<file path="src/rtl/pipeline_stage_reg_pkg.sv">
// Shared types for the generic valid/ready pipeline stage register.
// State encoding is {skid_v, main_v} so the valid bits fall straight out of the state.
package pipeline_stage_reg_pkg;

  typedef enum logic [1:0] {
    ST_EMPTY = 2'b00,
    ST_ONE   = 2'b01,
    ST_FULL  = 2'b11
  } state_t;

  // Source selected for the main (output-facing) entry on the next edge.
  typedef enum logic [1:0] {
    LD_NONE = 2'b00,
    LD_IN   = 2'b01,
    LD_SKID = 2'b10
  } main_sel_t;

  function automatic logic st_main_v(input state_t st);
    return st[0];
  endfunction

  function automatic logic st_skid_v(input state_t st);
    return st[1];
  endfunction

endpackage

</file>
<file path="src/rtl/pipeline_stage_reg.sv">
// Valid/ready stage register with optional 2-entry skid, flush and saturating stall counter.
// Latency 1 cycle when empty; SKID=1 gives a registered in_ready, SKID=0 a combinational one.
module pipeline_stage_reg
  import pipeline_stage_reg_pkg::*;
#(
  parameter int WIDTH = 64,
  parameter int SKID  = 1,
  parameter int CNT_W = 16
) (
  input  logic             clk,
  input  logic             reset_n,
  input  logic             flush,
  input  logic             in_valid,
  output logic             in_ready,
  input  logic [WIDTH-1:0] in_data,
  output logic             out_valid,
  input  logic             out_ready,
  output logic [WIDTH-1:0] out_data,
  output logic [CNT_W-1:0] stall_cnt
);

  localparam bit               SKID_EN = (SKID != 0);
  localparam logic [CNT_W-1:0] CNT_MAX = '1;

  state_t           state_q, state_d;
  main_sel_t        main_sel;
  logic             skid_ld;
  logic [WIDTH-1:0] main_q, skid_q;
  logic [CNT_W-1:0] stall_q, stall_d;
  logic             main_v, skid_v;
  logic             in_xfer, out_xfer;

  always_ff @(posedge clk or negedge reset_n) begin
    if (!reset_n) begin
      state_q <= ST_EMPTY;
    end else begin
      state_q <= state_d;
    end
  end

  // Flush wins over everything; an input offered in a flush cycle is dropped.
  always_comb begin
    state_d  = state_q;
    main_sel = LD_NONE;
    skid_ld  = 1'b0;
    if (flush) begin
      state_d = ST_EMPTY;
    end else begin
      case (state_q)
        ST_EMPTY: begin
          if (in_xfer) begin
            state_d  = ST_ONE;
            main_sel = LD_IN;
          end
        end
        ST_ONE: begin
          case ({in_xfer, out_xfer})
            2'b11: main_sel = LD_IN;
            2'b10: begin
              state_d = ST_FULL;
              skid_ld = SKID_EN;
            end
            2'b01: state_d = ST_EMPTY;
            default: state_d = ST_ONE;
          endcase
        end
        ST_FULL: begin
          if (out_xfer) begin
            state_d  = ST_ONE;
            main_sel = LD_SKID;
          end
        end
        default: state_d = ST_EMPTY;
      endcase
    end
  end

  // With the skid entry, in_ready comes straight from a flop; without it,
  // a full stage can still accept when the consumer drains it this cycle.
  always_comb begin
    main_v    = st_main_v(state_q);
    skid_v    = st_skid_v(state_q);
    out_valid = main_v;
    out_data  = main_q;
    stall_cnt = stall_q;
    if (SKID_EN) begin
      in_ready = !skid_v;
    end else begin
      in_ready = !main_v | out_ready;
    end
    in_xfer  = in_valid & in_ready;
    out_xfer = main_v & out_ready;
  end

  always_ff @(posedge clk or negedge reset_n) begin
    if (!reset_n) begin
      main_q <= '0;
    end else begin
      case (main_sel)
        LD_IN:   main_q <= in_data;
        LD_SKID: main_q <= skid_q;
        default: main_q <= main_q;
      endcase
    end
  end

  always_ff @(posedge clk or negedge reset_n) begin
    if (!reset_n) begin
      skid_q <= '0;
    end else if (skid_ld) begin
      skid_q <= in_data;
    end
  end

  always_comb begin
    stall_d = stall_q;
    if (main_v && !out_ready && !flush && (stall_q != CNT_MAX)) begin
      stall_d = stall_q + CNT_W'(1);
    end
  end

  always_ff @(posedge clk or negedge reset_n) begin
    if (!reset_n) begin
      stall_q <= '0;
    end else begin
      stall_q <= stall_d;
    end
  end

endmodule

</file>
<file path="config.mk">
export PLATFORM = sky130hd
export DESIGN_NAME = pipeline_stage_reg
export DESIGN_NICKNAME = d
export VERILOG_FILES = /design/src/rtl/pipeline_stage_reg_pkg.sv /design/src/rtl/pipeline_stage_reg.sv
export SDC_FILE = /design/constraint.sdc
export NUM_CORES = 1
export LEC_CHECK = 0
export ABC_CLOCK_PERIOD_IN_PS = 6440
export CAP_MARGIN = 20
export CELL_PAD_IN_SITES_DETAIL_PLACEMENT = 2
export CELL_PAD_IN_SITES_GLOBAL_PLACEMENT = 2
export CORE_UTILIZATION = 46
export CTS_BUF_LIST = sky130_fd_sc_hd__clkbuf_4 sky130_fd_sc_hd__clkbuf_8
export CTS_CLUSTER_DIAMETER = 100
export DETAILED_ROUTE_END_ITERATION = 6
export DONT_BUFFER_PORTS = 1
export PLACE_DENSITY_LB_ADDON = 0.3
export RECOVER_POWER = 25
export SLEW_MARGIN = 25
export SYNTH_ARGS = -nofsm -noshare
export SYNTH_HDL_FRONTEND = slang
export SYNTH_SLANG_ARGS = --single-unit
</file>
<file path="constraint.sdc">
create_clock -name clk -period 6.44 [get_ports clk]
set_clock_uncertainty 0.15 [all_clocks]
set_input_delay 0.644 -clock clk [delete_from_list [all_inputs] [get_ports clk]]
set_output_delay 0.644 -clock clk [all_outputs]
set_load 0.01 [all_outputs]
</file>
Figure 1. M4 wires (run 1).
Scale: 3 px per um. Supply wires on this layer in gray.
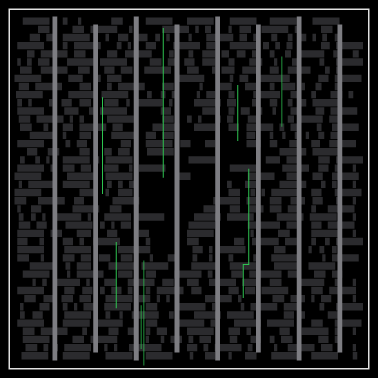
- share of all routed wire: 1.5%
- wire length on this layer: 239 um
- nets with wire on the layer: 5
- main direction: vertical
- longest straight run: 49.6 um

Figure 2. M1 wires (run 1).
Scale: 4 px per um. Supply wires on this layer in gray.
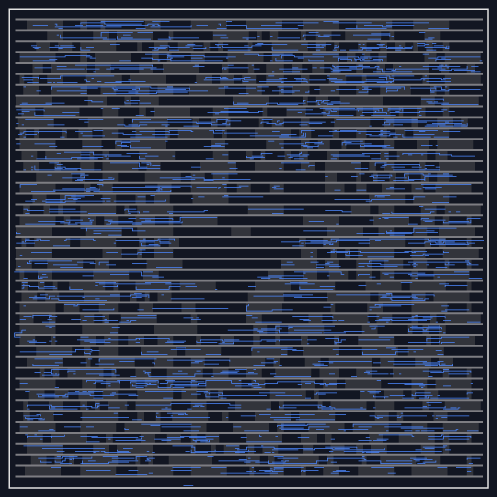
- longest straight run: 31.7 um
- nets with wire on the layer: 565

Figure 3. The metal 3 layer (run 1).
Scale: 4 px per um.
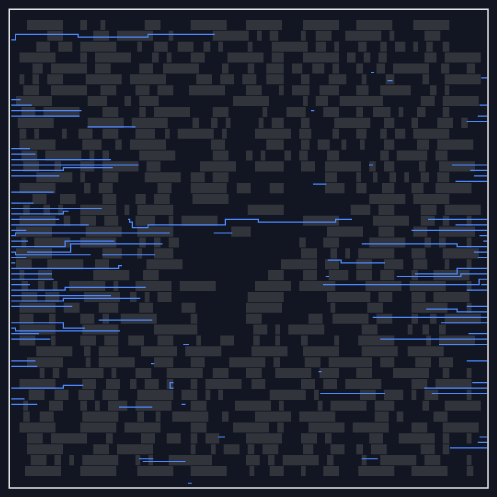
- share of all routed wire: 7.8%
- wire length on this layer: 1,200 um
- main direction: horizontal

run 1: where the power goes:
group          switching, uW  internal, uW  leakage (uW)
combinational            302           274      0.000913
clock                    345           511      0.000235
sequential               397          1320       0.00180
total                   1040          2110       0.00295
run 1: metrics by stage:
step | std cells | total power [uW]
floorplan | 517 | 2060
detailed placement | 669 | 2290
CTS | 701 | 3200
global placement | 667 | 2180
finish | 701 | 3150
global route | 701 | 3340
run 1: logic make-up (layout without fill, tap and decap cells):
logic type | Yosys count | count (layout) | share of synthesized area (%)
flops | 146 | 146 | 57.7
simple gates | 111 | 111 | 8.69
buf+inv | 31 | 39 | 2.09
mux | 133 | 133 | 22.4
fa+ha+maj | 6 | 6 | 1.19
xor+xnor | 8 | 8 | 1.11
compound gates | 82 | 82 | 6.86
run 1: layer usage:
| metal | wire, um | share of wire, % | vias up |
|---|---|---|---|
| met1 | 5770 | 37 | 2124 |
| met5 | 0 | 0 | - |
| met3 | 1200 | 7.8 | 21 |
| li1 | - | - | 1813 |
| met2 | 8230 | 53 | 115 |
| met4 | 238 | 1.5 | 0 |
run 1: worst paths after layout:
| check | end | slack, ns | startpoint | cells past startpoint |
|---|---|---|---|---|
| worst max-delay path | skid_q[61]$_DFFE_PN0P_ | 2.77 | reset_n | 1 |
| max in group clk | out_data[21]$_DFFE_PN0P_ | 3.08 | state_q[0]$_DFFE_PN0P_ | 7 |
| worst min-delay path | skid_q[58]$_DFFE_PN0P_ | 0.18 | in_data[58] | 1 |
| min in group asynchronous | skid_q[17]$_DFFE_PN0P_ | 1.22 | reset_n | 1 |
| worst min register to register | skid_q[38]$_DFFE_PN0P_ | 0.35 | skid_q[38]$_DFFE_PN0P_ | 1 |
| worst max register to register | out_data[21]$_DFFE_PN0P_ | 3.08 | state_q[0]$_DFFE_PN0P_ | 7 |
==> flow_summary.toml, run 1 <==
# flow metrics
[run_status]
outcome = "finished, violations left"
violations = "max-capacitance violations, max-slew violations"

[worst_setup_path]
critPathMaxStageDelay_ns = 2.43
cp.buffers_inverters = 1
path_max_fanout = 146
slowest_stage = "clkbuf_2"
path_delay_family = "buffers and inverters"
cp-end-kind = "asynchronous set/reset pin"
critPathArrivalTime_ns = 3.25
crit_required_ns = 6.02
worstSetupPathType = "in2async"
crit_chain = "clkbuf_2"
critPathLaunchType = "primary input"

[timing]
hold_viol = 0
hold-worst-slack_ns = 0.176
drv_slew = 147
rsz0062_at_grt = "no"
slew_headroom_pct = -140
finalClockPeriodUsage_pct = 57.0
tightest_slew_ns = 3.60
tns_ns = 0
finalSetupViolCount = 0
setup_ws_ns = 2.77

[global_route]
antenna_found_initial = 0
overflow = 0
use_met3_pct = 8.86
busiest_layer = "met2"
grt_use_met1_pct = 24.9
grt_pass1_vias = 4628
track_usage_pct = 23.1
grt_first_pass_wirelength_um = 25100
grt_max_degree = 147
use_met2_pct = 41.4

[yosys]
synth_top_cell_by_count = "dfrtp_1"
ys_types = 37
syn_inst = 517
yosysWarnings = 0
async_flop_share_pct = 100
synth_area_um2 = 6330
edf_count = 0
ys_seq_share_pct = 57.7
avgSynthCellArea_um2 = 12.2
yosysCellCount = 517
fp_nets = 592
yosys.area.top_type = "dfrtp_1"
synth_top_area_share_pct = 57.7
synthTopCellsByArea = "dfrtp_1, mux2i_1, mux2_1"
yosys-top-cells-count = "dfrtp_1, nand2_1, o21ai_0"
synth_top_flop_cell = "dfrtp_1"
yosys_area_um2 = 6330

[cts]
clock.latency.late_pin_ns = 0.44
htreeDepth = 4
cts_resized = 0
cts_tree = "yes"
cts-root-buf = "clkbuf_8"
cts_setup_buffers = 0
numCtsBuffers = 17
cts_sinks = 146
clockBufferDepth = 2
cts_hold_buf = 1
clkTransAtPathRegs_ns = 0.09

[die]
placementRows = 42
die_w_um = 119
io_pins = 151
die_y_um = 119
coreArea_um2 = 13300
nWellTaps = 176
die_area_um2 = 14200
initial_core_util_pct = 47.4

[drt]
drt_iter0_drc = 133
via_per_inst = 5.81
first_pass_iters = 4
wire_per_inst_um = 22.0
drtAntennaViolNets = 0
wirelength_um = 15400
vias = 4073
drc_errors = 0

[placement]
place_ws_ns = 3.11
hpwl_um = 9880
numPortBuffers = 0
placed_area_um2 = 6490
gp_congestion = 0.771

[power]
leakagePower_uw = 0.00295
powerDensity_nw_per_um2 = 452
peakVddDrop_mv = 0.200

[layout]
inv_count = 3
post-route-util_pct = 52.2
layout_top_cells = "dfrtp_1, nand2_1, o21ai_0, mux2i_1, mux2_1"
comb_area_um2 = 2560
clock_buffers = 23
finalNetCount = 588
num_antenna_cells = 0
syn_to_final_growth_pct = 10.1
seq_share_pct = 52.4
non_clock_buffer_area_share_pct = 0.736
clkCellAreaFrac_pct = 6.85
final_area_um2 = 6970
fillers = 1282
final_common_cell = "dfrtp_1"
sh_comb_area_pct = 36.7
area_dominant_class = "registers"
multi_input_comb_cells = 340
regArea_um2 = 3650
n_all_buffers = 5
drive_above_1_share_pct = 11.2
flops = 146

[job]
warnings = 31
cap_violations = 1

[min_path]
hold_path_class = "in2reg"
--- run 2 (diff from run 1) ---
--- a/config.mk
+++ b/config.mk
@@ -5,11 +5,11 @@
 export SDC_FILE = /design/constraint.sdc
 export NUM_CORES = 1
 export LEC_CHECK = 0
-export ABC_CLOCK_PERIOD_IN_PS = 6440
+export ABC_CLOCK_PERIOD_IN_PS = 3700
 export CAP_MARGIN = 20
 export CELL_PAD_IN_SITES_DETAIL_PLACEMENT = 2
 export CELL_PAD_IN_SITES_GLOBAL_PLACEMENT = 2
-export CORE_UTILIZATION = 46
+export CORE_UTILIZATION = 43
 export CTS_BUF_LIST = sky130_fd_sc_hd__clkbuf_4 sky130_fd_sc_hd__clkbuf_8
 export CTS_CLUSTER_DIAMETER = 100
 export DETAILED_ROUTE_END_ITERATION = 6
==> constraint.sdc (replaced) <==
create_clock -name clk -period 3.7 [get_ports clk]
set_clock_uncertainty 0.15 [all_clocks]
set_input_delay 0.37 -clock clk [delete_from_list [all_inputs] [get_ports clk]]
set_output_delay 0.37 -clock clk [all_outputs]
set_load 0.01 [all_outputs]
Figure 4. Signal wires on met2 (run 2).
Scale: 4 px per um.
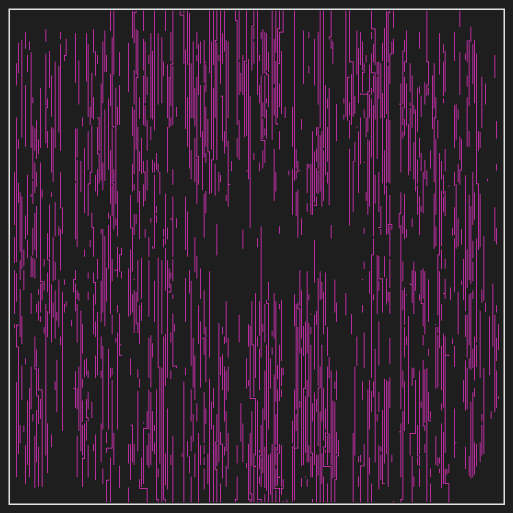
- wire length on this layer: 9,660 um
- share of all routed wire: 56%
- longest straight run: 45.9 um
- nets with wire on the layer: 611
- main direction: vertical

==> flow_summary.toml, run 2 <==
# flow metrics
[die]
die_y_um = 123
io_pins = 151
die_area_um2 = 15200

[timing]
hold-worst-slack_ns = -0.533
hold_viol = 146
rsz0062_at_grt = "no"
finalClockPeriodUsage_pct = 81.8
tightest_slew_ns = 0.619
setup_ws_ns = 0.675
finalSetupViolCount = 0
slew_headroom_pct = 58.6

[cts]
cts_setup_buffers = 0
cts_hold_buf = 65
clock.latency.late_pin_ns = 0.44
clkTransAtPathRegs_ns = 0.09
cts_resized = 0
cts_tree = "yes"
cts-root-buf = "clkbuf_8"
clockBufferDepth = 2

[layout]
post-route-util_pct = 53.6
layout_top_cells = "dfrtp_1, nand2_1, o21ai_0, mux2i_1, dlygate4sd3_1"
final_area_um2 = 7560
layout.cells.non_filler = 771
fillers = 1346
drive_above_1_share_pct = 10.2

[power]
peakVddDrop_mv = 0.366
p_total_uw = 5320
powerDensity_nw_per_um2 = 704

[yosys]
synth_top_cell_by_count = "dfrtp_1"
synth_area_um2 = 6330
edf_count = 0
async_flop_share_pct = 100
yosysWarnings = 0
ys_top_logic_family = "multiplexers"
synth_top_area_share_pct = 57.7
synth.area.mux_share_pct = 22.4
fa_ha_area_share_pct = 1.19
synth_top_flop_cell = "dfrtp_1"
yosysCellCount = 517
ys_types = 37
ys_sh_simple_pct = 8.69
avgSynthCellArea_um2 = 12.2

[worst_setup_path]
path_delay_family = "adder cells"
crit_required_ns = 3.83
crit_cells = 6
slowest_stage = "or4b_2"
critPathLaunchType = "register"
path_max_fanout = 56
reg2reg_depth = 6

[global_route]
grt_max_degree = 147
overflow = 0
track_usage_pct = 24.5
antenna_found_initial = 0
grt_pass1_vias = 5099

[job]
cap_violations = 0

[drt]
wirelength_um = 17400
vias = 4319
drc_errors = 0
wire_per_inst_um = 22.6
drtAntennaViolNets = 0

[run_status]
outcome = "finished, violations left"
violations = "negative hold slack"

[placement]
placed_area_um2 = 6530
hpwl_um = 10300

[min_path]
hold_path_class = "in2async"
## run 2: worst reg2reg max path: cells and delay by family (launching register included)
family	cells	cell delay [ns]
adders and majority gates	2	0.83
and+or+nand+nor	1	0.69
buffers and inverters	2	0.44
DFF	1	0.56
AOI/OAI and AO/OA	1	0.21
## run 2: area by class of cell
cell class | count | area (um^2) | share of cell area, %
clock buffers | 20 | 263 | 3.48
repair buffers | 71 | 733 | 9.70
well taps | 180 | 225 | 2.98
inverters | 3 | 11.3 | 0.149
multi-input cells | 340 | 2560 | 33.9
flip-flops and latches | 146 | 3650 | 48.3
clock inverters | 11 | 114 | 1.51
## run 2: path summary, 6_finish.rpt
check / startpoint / slack, ns / endpoint
setup / recovery: state_q[0]$_DFFE_PN0P_ / 0.67 / out_data[44]$_DFFE_PN0P_
hold / removal: reset_n / -0.53 / out_data[14]$_DFFE_PN0P_
setup reg to reg: state_q[0]$_DFFE_PN0P_ / 0.67 / out_data[44]$_DFFE_PN0P_
hold reg to reg: skid_q[47]$_DFFE_PN0P_ / 0.35 / skid_q[47]$_DFFE_PN0P_
max in group asynchronous: reset_n / 3.73 / out_data[56]$_DFFE_PN0P_
min in group clk: in_data[32] / 0.02 / out_data[32]$_DFFE_PN0P_
## run 2: layer usage
layer / global-route usage (%) / up-vias / share of wire (%) / wire length [um]
met5: 0 / - / 0 / 0
met4: 7.45 / 0 / 1.5 / 255
met3: 6.92 / 19 / 5.3 / 919
met2: 46.4 / 101 / 56 / 9660
met1: 25.9 / 2251 / 38 / 6560
li1: - / 1948 / - / -
## run 2: power breakdown
group	switching (uW)	internal, uW
logic	533	529
registers	725	2300
clock network	611	622
--- run 3 (diff from run 2) ---
--- a/config.mk
+++ b/config.mk
@@ -5,7 +5,7 @@
 export SDC_FILE = /design/constraint.sdc
 export NUM_CORES = 1
 export LEC_CHECK = 0
-export ABC_CLOCK_PERIOD_IN_PS = 3700
+export ABC_CLOCK_PERIOD_IN_PS = 2940
 export CAP_MARGIN = 20
 export CELL_PAD_IN_SITES_DETAIL_PLACEMENT = 2
 export CELL_PAD_IN_SITES_GLOBAL_PLACEMENT = 2
==> constraint.sdc (replaced) <==
create_clock -name clk -period 2.94 [get_ports clk]
set_clock_uncertainty 0.15 [all_clocks]
set_input_delay 0.294 -clock clk [delete_from_list [all_inputs] [get_ports clk]]
set_output_delay 0.294 -clock clk [all_outputs]
set_load 0.01 [all_outputs]
Figure 5. M4 wires (run 3).
Scale: 3 px per um. Supply wires on this layer in gray.
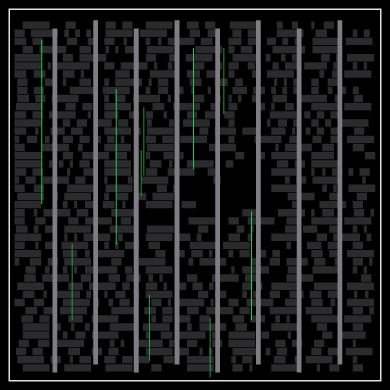
final WL: 18,100 um
Vias: 4,335

==> flow_summary.toml, run 3 <==
# flow metrics
[power]
clkPwrFrac_pct = 24.8
pg_clk_uw = 1720
switchingPower_uw = 2460
pg_seq_uw = 3810
comb-power_uw = 1420
seqPwrFrac_pct = 54.8
internal_power_uw = 4500
power_leader = "registers"
p_comb_share_pct = 20.4
p_total_uw = 6950
peakVddDrop_mv = 0.466
powerDensity_nw_per_um2 = 911
swShare_pct = 35.3

[yosys]
synth_top_cell_by_count = "dfrtp_1"
async_flop_share_pct = 100
edf_count = 0
yosysWarnings = 0
yosysCellCount = 517
synth_top_flop_cell = "dfrtp_1"
ys_types = 37

[timing]
finalClockPeriodUsage_pct = 96.2
hold_viol = 146
setup_ws_ns = 0.111
finalSetupViolCount = 0
slew_headroom_pct = 60.4
hold-worst-slack_ns = -0.625
tns_ns = 0
tightest_slew_ns = 0.586

[die]
die_area_um2 = 15200
die_y_um = 123
initial_core_util_pct = 44.9
io_pins = 151

[worst_setup_path]
path_max_fanout = 62
slowest_stage = "or4b_2"
regToRegStartpoint = "state_q[1]$_DFFE_PN0P_"
crit_required_ns = 3.14
startpoint = "state_q[1]$_DFFE_PN0P_"
cp-end-kind = "register"
path_delay_family = "simple AND/OR/NAND/NOR gates"
critPathLaunchType = "register"

[cts]
cts_tree = "yes"
clock.latency.late_pin_ns = 0.45
clockBufferDepth = 2
cts-root-buf = "clkbuf_8"
cts_hold_buf = 65
numCtsBuffers = 17
clkTransAtPathRegs_ns = 0.10

[layout]
layout_top_cells = "dfrtp_1, nand2_1, mux2i_1, o21ai_0, dlygate4sd3_1"
finalNetCount = 657
final_area_um2 = 7630
fillers = 1323
post-route-util_pct = 54.2
layout.cells.non_filler = 775
drive_above_1_share_pct = 10.8

[placement]
placed_area_um2 = 6550
hpwl_um = 10500

[global_route]
track_usage_pct = 25.1
antenna_found_initial = 0
grt_pass1_vias = 5102
overflow = 0

[run_status]
violations = "negative hold slack"
outcome = "finished, violations left"

[drt]
wire_per_inst_um = 23.4
drtAntennaViolNets = 0
[run 3: cell counts after synthesis]
No cell type changed its count.
[run 3: routing by layer]
layer  up-vias  share of wire [%]  global-route usage [%]
met4         0                1.7                    9.49
li1       1953                  -                       -
met5         -                  0                       0
met3        22                5.0                    6.37
met1      2253                 38                    27.0
met2       107                 56                    46.8
[run 3: repair_timing]
action,in CTS,in global routing
setup buffers,0,1
endpoints found under the hold margin,276,146
setup endpoints to repair,0,12
resized,0,1
[run 3: cell type report]
cell class / count / area, um^2 / share of cell area, %
Sequential cell: 146 / 3650 / 47.9
Multi-Input combinational cell: 340 / 2560 / 33.5
Timing Repair Buffer: 74 / 756 / 9.90
Clock buffer: 21 / 277 / 3.62
Tap cell: 180 / 225 / 2.95
Clock inverter: 11 / 153 / 2.00
Inverter: 3 / 11.3 / 0.148
[run 3: path summary, 6_finish.rpt]
check,end,slack [ns],cells past startpoint
setup / recovery,out_data[56]$_DFFE_PN0P_,0.11,8
hold / removal,skid_q[18]$_DFFE_PN0P_,-0.63,0
setup reg to reg,out_data[56]$_DFFE_PN0P_,0.11,8
hold reg to reg,skid_q[29]$_DFFE_PN0P_,0.35,1
max in group asynchronous,state_q[1]$_DFFE_PN0P_,3.04,0
min in group clk,stall_cnt[2]$_DFFE_PN0P_,0.03,3
[run 3: cells by family (layout without fill, tap and decap cells)]
| family | Yosys count | after routing | synth area share, % |
|---|---|---|---|
| simple gates | 111 | 111 | 8.69 |
| buf+inv | 31 | 109 | 2.09 |
| fa+ha+maj | 6 | 6 | 1.19 |
| flops | 146 | 146 | 57.7 |
| xor+xnor | 8 | 8 | 1.11 |
| mux | 133 | 133 | 22.4 |
| compound gates | 82 | 82 | 6.86 |
Power and IR drop assume default switching activity.
